==> run_1/layers.png <==
The bar under the picture is 10 um long. Two of the layers only.
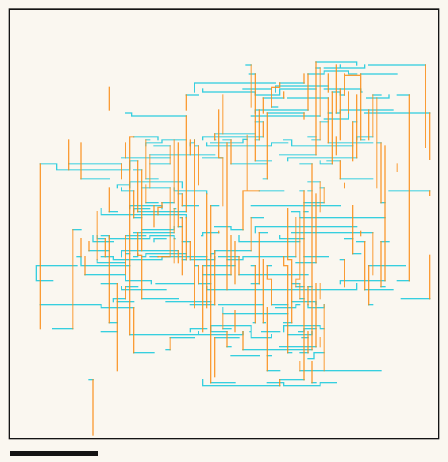
==> run_1/floorplan.png <==
The bar under the picture is 10 um long. Pins as bars on the die edge.
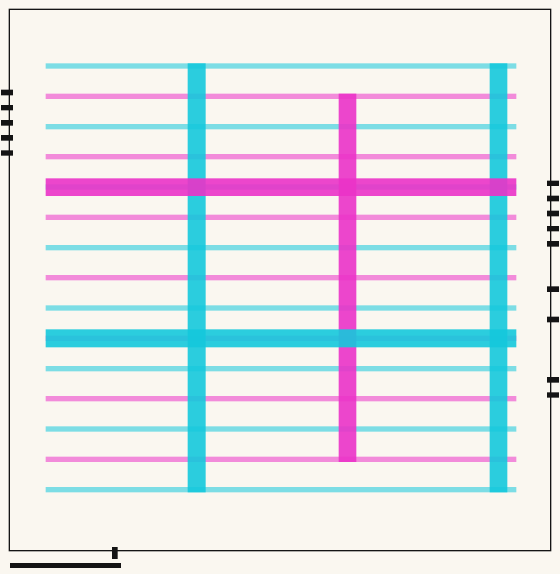
==> run_1/m3.png <==
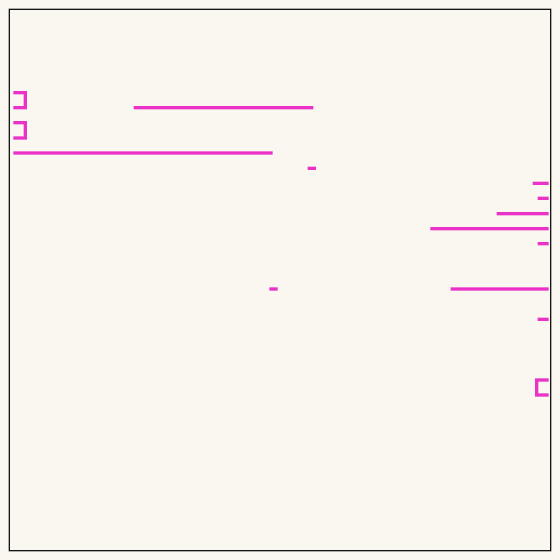
==> config.mk <==
export PLATFORM = sky130hd
export DESIGN_NAME = tx_fdt_scheduler_flat
export DESIGN_NICKNAME = d
export VERILOG_FILES = /design/src/rtl/iso14443_2a_pkg.sv /design/src/rtl/tx_interface.sv /design/src/rtl/fdt_grid_counter.sv /design/src/rtl/tx_fdt_scheduler.sv /design/src/flat_wrapper.sv
export SDC_FILE = /design/constraint.sdc
export NUM_CORES = 1
export LEC_CHECK = 0
export CAP_MARGIN = 0
export CORE_MARGIN = 3
export CORE_UTILIZATION = 52
export DETAILED_ROUTE_END_ITERATION = 8
export PLACE_DENSITY = 0.88
export SLEW_MARGIN = 20
export SYNTH_ARGS = -nofsm -noshare
export SYNTH_HDL_FRONTEND = slang
export SYNTH_SLANG_ARGS = --single-unit
==> constraint.sdc <==
create_clock -name clk -period 2.55 [get_ports clk]
set_clock_uncertainty 0.2 [all_clocks]
set_input_delay 0.51 -clock clk [delete_from_list [all_inputs] [get_ports clk]]
set_output_delay 0.51 -clock clk [all_outputs]
set_load 0.05 [all_outputs]
==> flow_summary.toml, run 1 <==
# physical design summary
[yosys]
synth-seq-cells = 15
ys_sh_mux_pct = 3.32
top_area_cell = "dfrtp_1"
synth_cells = 92
top_cell = "dfrtp_1"
ys.flop_type = "dfrtp_1"
async_reset_ff_share_pct = 100
fp_nets = 111
fa_ha_area_share_pct = 13.3

[timing]
slew_viol_final = 0
rsz0062_at_grt = "no"
tightest_slew_ns = 0.650
period_minus_slack_ns = 2.13

[clock_network]
cts.clk_slew.worst_paths_ns = 0.10
cts_sinks = 15
postCtsHoldBufs = 0

[placed_design]
gp_congestion = 0.792
dp.cells = 121
pre_cts_slack_ns = 0.377

[layout]
n_antenna_cell = 0
inverters = 8

[setup_path]
worstRegToRegCells = 4
startpoint_type = "flip-flop"
cp_data_arrival_time_ns = 1.42

[outcome]
status = "completed"

[power]
powerClk_mw = 0.142
comb_power_share_pct = 31.9
power_leakage_nw = 0.468

[route]
drt_first_pass_iters = 4
About layers.png:
M1 -> cyan  # wire length 730 um
M2 -> orange  # wire length 748 um
total length of routed wires: 1570 um
wire per inst: 12.6 um
vias: 649

About floorplan.png:
VDD -> magenta
VSS -> cyan
signal pins = 15
met4 straps = 3
met5 straps = 2
rows = 14
met1 rails = 15
Worst VDD drop: 0.000399 V
Die H: 48.6 um

About m3.png:
share of all routed wire = 4.8%
wire length on this layer = 75.4 um
longest straight run = 23.0 um
nets with wire on the layer = 12
main direction = horizontal
grt met3 use: 6.13%

==> run_1/m2.png <==
The bar under the picture is 10 um long.
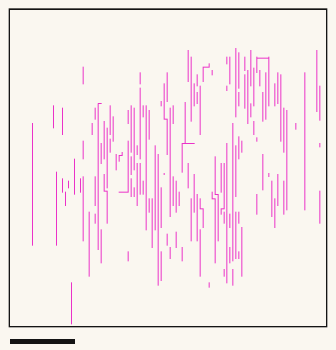

==> inputs of run 2 (changes only) <==
--- a/config.mk
+++ b/config.mk
@@ -7,9 +7,9 @@
 export LEC_CHECK = 0
 export CAP_MARGIN = 0
 export CORE_MARGIN = 3
-export CORE_UTILIZATION = 52
+export CORE_UTILIZATION = 47
 export DETAILED_ROUTE_END_ITERATION = 8
-export PLACE_DENSITY = 0.88
+export PLACE_DENSITY = 0.84
 export SLEW_MARGIN = 20
 export SYNTH_ARGS = -nofsm -noshare
 export SYNTH_HDL_FRONTEND = slang
==> constraint.sdc (replaced) <==
create_clock -name clk -period 1.71 [get_ports clk]
set_clock_uncertainty 0.2 [all_clocks]
set_input_delay 0.342 -clock clk [delete_from_list [all_inputs] [get_ports clk]]
set_output_delay 0.342 -clock clk [all_outputs]
set_load 0.05 [all_outputs]
==> run_2/m2.png <==
The bar under the picture is 20 um long.
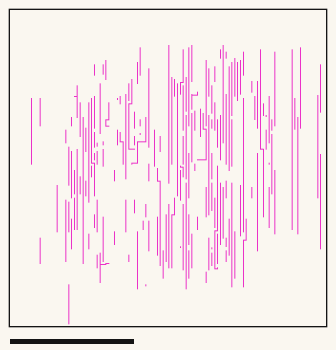
longest straight run = 28.9 um
share of all routed wire = 52%
wire length on this layer = 1,090 um
vias: 758
met2 GRT Util: 33.9%

==> run_2/m3.png <==
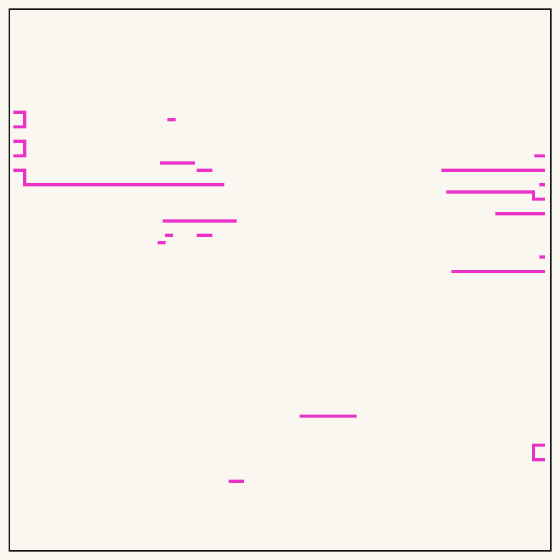
share of all routed wire = 4.0%
longest straight run = 18.6 um
grt met3 use: 3.26%
total length of routed wires: 2080 um

==> run 2 against run 1 <==
Compared with the run above: the flow now finishes with violations (negative setup slack); clock-buffer cell count grew 1; final cell count grew 16%; routed wire length increased by 32%; power grew 75%; first-iteration DRC count down 40%; setup slack got worse by 0.57 ns; synthesized cell count unchanged; die size is 9.3% higher; core utilization grew 4.1 points; sequential share of layout area fell by 5.5 points; via count is 17% higher; critical endpoint is now u_core.state_q[1]$_DFFE_PN0P_; largest cell class unchanged.
==> flow_summary.toml, run 2 <==
# physical design summary
[route]
drt_first_pass_iters = 4
wl_per_cell_um = 14.3
wl_met1_um = 858

[yosys]
synth_cells = 92
top_cell = "dfrtp_1"
ys.flop_type = "dfrtp_1"
avgSynthCellArea_um2 = 10.2
synthesis.area_um2 = 942
async_reset_ff_share_pct = 100
ys_sh_mux_pct = 3.32
synth-seq-cells = 15
fa_ha_area_share_pct = 13.3
top_area_cell = "dfrtp_1"
fp_nets = 111
top_logic_kind = "simple AND/OR/NAND/NOR gates"
compound_area_share_pct = 12.2

[clock_network]
cts.clk_slew.worst_paths_ns = 0.09
cts_sinks = 15
postCtsHoldBufs = 0
numCtsBuffers = 3

[power]
powerClk_mw = 0.207
comb_power_share_pct = 42.3
switching_power_mw = 0.353
power_leakage_nw = 0.562

[timing]
setup_viol = 7
rsz0062_at_grt = "yes"
slew_viol_final = 0
setup_slack_ns = -0.143
period_minus_slack_ns = 1.85
tightest_slew_ns = 0.335

[outcome]
status = "finished with violations"
violations = "negative setup slack"

[layout]
largest_reg_flops = 7
inverters = 8
comb_area_share_pct = 42.8
layout.cells.non_filler = 145
n_all_buffers = 28

[setup_path]
startpoint_type = "flip-flop"
worstRegToRegCells = 4
slowest_delay_ns = 0.55
cp_data_arrival_time_ns = 1.84

[placed_design]
pre_cts_slack_ns = -0.216

[global_route]
grt_first_pass_wirelength_um = 3350
==> run_2/floorplan.png <==
The bar under the picture is 20 um long. Pins as bars on the die edge.
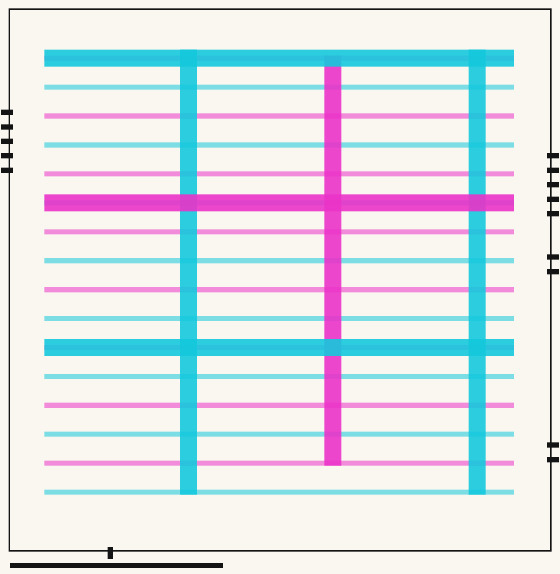
Worst VDD drop: 0.000577 V
Die Span X: 50.8 um
Die H: 50.8 um
Core Footprint: 1800 um^2

Power is estimated from default activity; no workload was simulated.
